Cell placement:
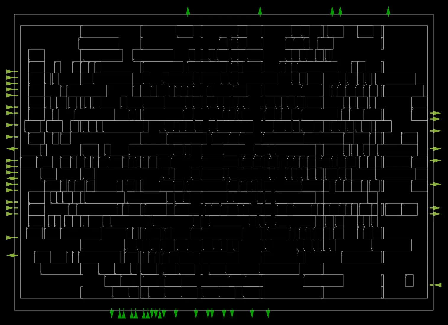
Signal wires on met3:
Drawn at 3 px/µm. Cells faint in the background.
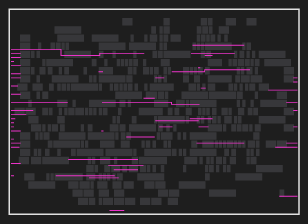
Register map, names as in the netlist:
Drawn at 4 px/µm. Other sequential cells in the stronger grey, the rest of the logic in the fainter grey.
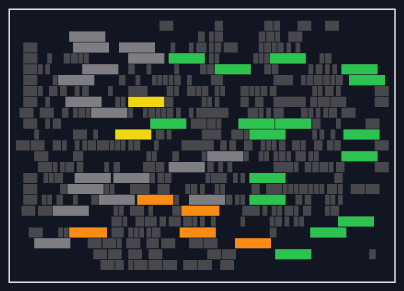
Cells coloured by class:
Drawn at 4 px/µm.
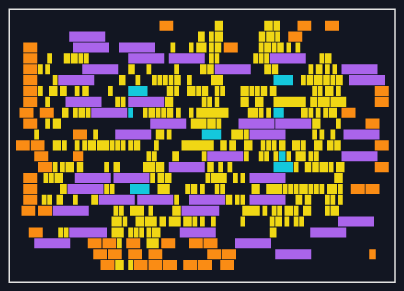
Cells by drive strength:
Drawn at 4 px/µm.
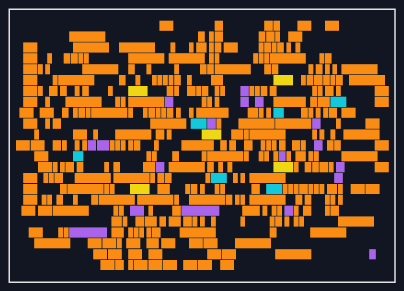
## src/rtl/lfsr_pattern_gen_if.sv

```systemverilog
// Stimulus-side bundle of the BIST pattern generator: run control, seed load and pattern outputs.
// The generator drives the slave outputs; the BIST controller owns the master side.
interface lfsr_pattern_gen_if #(
  parameter int WIDTH     = 5,
  parameter int OUT_WIDTH = 4,
  parameter int CNT_W     = 16
);
  logic                 control_input;
  logic                 start;
  logic [CNT_W-1:0]     num_patterns;
  logic                 load;
  logic [WIDTH-1:0]     seed_in;
  logic [OUT_WIDTH-1:0] vector;
  logic [WIDTH-1:0]     state_out;
  logic [CNT_W-1:0]     pattern_count;
  logic                 busy;
  logic                 done;
  logic                 lockup;

  modport master (
    output control_input, start, num_patterns, load, seed_in,
    input  vector, state_out, pattern_count, busy, done, lockup
  );

  modport slave (
    input  control_input, start, num_patterns, load, seed_in,
    output vector, state_out, pattern_count, busy, done, lockup
  );
endinterface

```

## src/rtl/lfsr_pattern_gen.sv

```systemverilog
// Parametrised Fibonacci/Galois LFSR pattern source with seed load, zero-state recovery and run counter.
// Latency: 1 cycle from advance/load/start to outputs; no backpressure, control_input gates each advance.
module lfsr_pattern_gen #(
  parameter int               WIDTH     = 5,
  parameter int               OUT_WIDTH = 4,
  parameter logic [WIDTH-1:0] TAPS      = 5'b01001,
  parameter logic [WIDTH-1:0] SEED      = 5'b10010,
  parameter int               MODE      = 0,
  parameter int               CNT_W     = 16
) (
  input logic                 clock,
  input logic                 reset_internal_n,
  lfsr_pattern_gen_if.slave   bus
);

  // Encoding chosen so that bit 0 is busy and bit 1 is done straight from the flops.
  localparam logic [1:0] IDLE = 2'b00;
  localparam logic [1:0] RUN  = 2'b01;
  localparam logic [1:0] DONE = 2'b10;

  logic [1:0]       fsm_q;
  logic [WIDTH-1:0] x_q;
  logic [CNT_W-1:0] cnt_q;
  logic [CNT_W-1:0] target_q;
  logic             lockup_q;

  logic             adv;
  logic             zero_seed;
  logic             zero_adv;
  logic [CNT_W-1:0] cnt_inc;

  function automatic logic [WIDTH-1:0] lfsr_step(input logic [WIDTH-1:0] v);
    logic [WIDTH-1:0] r;
    r = '0;
    if (MODE == 0) begin
      r = {^(v & TAPS), v[WIDTH-1:1]};
    end else begin
      r[WIDTH-1] = v[0];
      for (int i = 0; i < WIDTH - 1; i++) begin
        r[i] = v[i+1] ^ (TAPS[i] & v[0]);
      end
    end
    return r;
  endfunction

  assign adv       = (fsm_q == RUN) && bus.control_input && !bus.load;
  assign zero_seed = bus.load && (bus.seed_in == '0);
  assign zero_adv  = adv && (x_q == '0);
  assign cnt_inc   = cnt_q + CNT_W'(1);

  always_ff @(posedge clock or negedge reset_internal_n) begin
    if (!reset_internal_n) begin
      x_q      <= SEED;
      lockup_q <= 1'b0;
    end else begin
      if (bus.load) begin
        x_q <= zero_seed ? SEED : bus.seed_in;
      end else if (adv) begin
        x_q <= zero_adv ? SEED : lfsr_step(x_q);
      end
      if (zero_seed || zero_adv) begin
        lockup_q <= 1'b1;
      end
    end
  end

  always_ff @(posedge clock or negedge reset_internal_n) begin
    if (!reset_internal_n) begin
      fsm_q    <= IDLE;
      cnt_q    <= '0;
      target_q <= '0;
    end else begin
      case (fsm_q)
        IDLE, DONE: begin
          if (bus.start) begin
            target_q <= bus.num_patterns;
            cnt_q    <= '0;
            fsm_q    <= (bus.num_patterns == '0) ? DONE : RUN;
          end
        end
        RUN: begin
          // A load in RUN replaces the advance, so it is not counted.
          if (adv) begin
            cnt_q <= cnt_inc;
            if (cnt_inc == target_q) begin
              fsm_q <= DONE;
            end
          end
        end
        default: fsm_q <= IDLE;
      endcase
    end
  end

  assign bus.vector        = x_q[OUT_WIDTH-1:0];
  assign bus.state_out     = x_q;
  assign bus.pattern_count = cnt_q;
  assign bus.busy          = fsm_q[0];
  assign bus.done          = fsm_q[1];
  assign bus.lockup        = lockup_q;

endmodule

```

## src/flat_wrapper.sv

```systemverilog
// flat-port wrapper written by rule: the top's interface ports become plain ports
module lfsr_pattern_gen_flat 
#(
  parameter int               WIDTH     = 5,
  parameter int               OUT_WIDTH = 4,
  parameter logic [WIDTH-1:0] TAPS      = 5'b01001,
  parameter logic [WIDTH-1:0] SEED      = 5'b10010,
  parameter int               MODE      = 0,
  parameter int               CNT_W     = 16
)
  (clock, reset_internal_n, bus_control_input, bus_start, bus_num_patterns, bus_load, bus_seed_in, bus_vector, bus_state_out, bus_pattern_count, bus_busy, bus_done, bus_lockup);
  lfsr_pattern_gen_if #(.WIDTH(WIDTH), .OUT_WIDTH(OUT_WIDTH), .CNT_W(CNT_W)) bus_i ();
  input logic clock;
  input logic reset_internal_n;
  input wire logic [$bits(bus_i.control_input)-1:0] bus_control_input;
  input wire logic [$bits(bus_i.start)-1:0] bus_start;
  input wire logic [$bits(bus_i.num_patterns)-1:0] bus_num_patterns;
  input wire logic [$bits(bus_i.load)-1:0] bus_load;
  input wire logic [$bits(bus_i.seed_in)-1:0] bus_seed_in;
  output wire logic [$bits(bus_i.vector)-1:0] bus_vector;
  output wire logic [$bits(bus_i.state_out)-1:0] bus_state_out;
  output wire logic [$bits(bus_i.pattern_count)-1:0] bus_pattern_count;
  output wire logic [$bits(bus_i.busy)-1:0] bus_busy;
  output wire logic [$bits(bus_i.done)-1:0] bus_done;
  output wire logic [$bits(bus_i.lockup)-1:0] bus_lockup;
  assign bus_i.control_input = bus_control_input;
  assign bus_i.start = bus_start;
  assign bus_i.num_patterns = bus_num_patterns;
  assign bus_i.load = bus_load;
  assign bus_i.seed_in = bus_seed_in;
  assign bus_vector = bus_i.vector;
  assign bus_state_out = bus_i.state_out;
  assign bus_pattern_count = bus_i.pattern_count;
  assign bus_busy = bus_i.busy;
  assign bus_done = bus_i.done;
  assign bus_lockup = bus_i.lockup;
  lfsr_pattern_gen #(.WIDTH(WIDTH), .OUT_WIDTH(OUT_WIDTH), .TAPS(TAPS), .SEED(SEED), .MODE(MODE), .CNT_W(CNT_W)) u_core (.clock(clock), .reset_internal_n(reset_internal_n), .bus(bus_i));
endmodule
```

## config.mk

```make
export PLATFORM = sky130hd
export DESIGN_NAME = lfsr_pattern_gen_flat
export DESIGN_NICKNAME = d
export VERILOG_FILES = /design/src/rtl/lfsr_pattern_gen_if.sv /design/src/rtl/lfsr_pattern_gen.sv /design/src/flat_wrapper.sv
export SDC_FILE = /design/constraint.sdc
export NUM_CORES = 1
export LEC_CHECK = 0
export ABC_AREA = 1
export CAP_MARGIN = 20
export CELL_PAD_IN_SITES_DETAIL_PLACEMENT = 0
export CELL_PAD_IN_SITES_GLOBAL_PLACEMENT = 1
export CORE_ASPECT_RATIO = 0.7
export CORE_UTILIZATION = 39
export CTS_CLUSTER_SIZE = 12
export DETAILED_ROUTE_END_ITERATION = 10
export PLACE_DENSITY = 0.87
export SLEW_MARGIN = 10
export SYNTH_ARGS = -nofsm -noshare
export SYNTH_HDL_FRONTEND = slang
export SYNTH_SLANG_ARGS = --single-unit
```

## constraint.sdc

```tcl
create_clock -name clock -period 3.85 [get_ports clock]
set_input_delay 0.385 -clock clock [delete_from_list [all_inputs] [get_ports clock]]
set_output_delay 0.385 -clock clock [all_outputs]
set_load 0.01 [all_outputs]
```

==> results.toml <==
# generated from flow reports
[status]
status = "finished clean"

[yosys]
top_cells_by_count = "nand2_1, inv_1, dfrtp_1, o21ai_0, nand3_1"
top_cell_area_share_pct = 39.4
yosys_area_um2 = 2420
synth_top_cell_by_area = "dfrtp_1"
synthCells = 323
ys_sh_simple_pct = 32.9
muxShareOfSynthArea_pct = 0
yosysWarnings = 0
most_common_cell = "nand2_1"
ff_type = "dfrtp_1"
enable_flop_cells = 0
ys_async_sr_fraction_pct = 100
ys_sh_xor_pct = 4.97
synthTopLogicFamily = "simple AND/OR/NAND/NOR gates"
ys_types = 31
numSynthFlops = 40

[sta]
max_slew_margin_pct = 39.9
fmax_ghz = 0.470
rsz0062_at_grt = "no"
hold_viol_final = 0
tightest_slew_ns = 0.902
fin_tns_setup_ns = 0
min_period_ns = 2.13

[clock_tree]
clk_pin_slew_ns = 0.08
holdBufCountCts = 0
clk_path_buf_depth = 2
cts_setup_buffers = 0
cts.repair.resized = 0
clock-sinks = 40
htreeDepth = 2

[critical_path]
end_kind = "flip-flop"
worstSetupPathType = "reg -> reg"
reg2reg_depth = 12
crit_required_ns = 4.02
critPathCapture = "u_core.fsm_q[0]"
max_stage_delay_ns = 0.54
cp_max_fo = 8
path_cells = "ha_1 -> nand2_2 -> nor2_4 -> nand4_1 -> nand3_1 -> nand2_1 -> nor2_1 -> nand2_1 -> nor2_1 -> nand2_1 -> nand2_1 -> o21ai_1"
crit_cells = 12
cp_common_cell = "nand2_1"
critPathTopFamily = "simple AND/OR/NAND/NOR gates"
rrSetupSlack_ns = 1.72
slowest_stage = "dfrtp_1"

[layout]
nNonClkBuffers = 54
num-multi-input-gates = 225
clkbuf_count = 6
n_antenna_cell = 0
multiInputGateArea_um2 = 1180
clkCellAreaFrac_pct = 2.76
layout_top_cell = "nand2_1"
buffer_area_share_pct = 17.3
layout_top_cells = "nand2_1, clkdlybuf4s50_1, inv_1, dfrtp_1, o21ai_0"
drive_above_1_share_pct = 7.71
n_fill_cell = 574
register_area_um2 = 1000
largest_cell_class = "logic gates"

[run]
warnings = 26

[pwr]
power_frac_comb_pct = 37.6
powerDensity_nw_per_um2 = 498
leakage_uw = 0.00139
internal_power_uw = 944
power_frac_clock_pct = 18.1

[die]
taps = 75
die_h_um = 67.9
die_w_um = 96.1

[routing]
wl_met3_um = 378
met2_wirelength_um = 2460
via_per_inst = 5.08
wl_met1_um = 3350
top_layer_used = "met4"
drt_iter0_markers = 135

[hold_path]
min-delay-path-class = "in -> async"

[global_route]
grt_overflow = 0
grt_use_met1_pct = 33.9
antenna_found_initial = 0
grt.busiest_layer = "met1"
grt_first_pass_wirelength_um = 10300
gr-usage-all-layers_pct = 21.5

[place]
place_congestion = 0.868
portBuffers = 53
post_dp_cell_area_um2 = 2990
place_hpwl_um = 4750
Notes on 'cell placement' above:
Cell Rows: 23
core area: 5840 µm²

Notes on 'signal wires on met3' above:
longest straight run: 23.0 µm
wire length on this layer: 379 µm
nets with wire on the layer: 47
share of all routed wire: 6.1%
main direction: horizontal
routed via count: 2,292
final wirelength: 6240 µm
GR Util met3: 4.11%

Notes on 'register map, names as in the netlist' above:
[`u_core.fsm_q`] yellow | placed flops: 2
[`u_core.bus.state_out`] orange | placed flops: 5 | where: bottom centre
[`u_core.bus.pattern_count`] green | placed flops: 16

Notes on 'cells coloured by class' above:
[remaining buffers and delay cells] orange | cells: 54 | share of their area: 18%
[remaining logic cells] yellow | cells: 274 | share of their area: 46%
[registers] purple | cells: 40 | share of their area: 34%
[clock drivers and dummy loads] cyan | cells: 8 | share of their area: 2.8%
fin util: 52.7%
Finished Cell Area: 3080 µm²
Seq/total area: 32.6%

Notes on 'cells by drive strength' above:
[x1 and smaller] orange | cells: 347 | most used: nand2_1
[x6 and larger] yellow | cells: 5 | most used: clkbuf_8
[x2] purple | cells: 18
[x3 and x4] cyan | cells: 6 | most used: nor2_4

==> stage by stage <==
step,hold WS [ns],worst slack (ns),utilization [%],instances,power [µW]
floorplan,0.0894,2.08,-,323,1010
global placement,0.474,1.63,51.3,443,1260
detailed placement,0.466,1.58,51.3,443,1260
CTS,0.252,1.73,52.7,451,1540
global route,0.290,1.53,52.7,451,1650
finish,0.203,1.72,52.7,451,1530
==> power groups by stage <==
stage          Sequential (µW)  Combinational (µW)  Clock (µW)
2_1_floorplan              652                 363           0
3_3_place_gp               681                 575           0
3_5_place_dp               684                 576           0
4_1_cts                    678                 578         287
5_1_grt                    698                 651         304
6_report                   680                 577         277
==> sequential cells by signal, summed over array words and instances, names as in the netlist <==
name                      flops
u_core.bus.pattern_count     16
u_core.fsm_q                  2
u_core.bus.lockup             1
u_core.bus.state_out          5
u_core.target_q              16
No activity file was given, so power comes from the tool's default toggle rates.
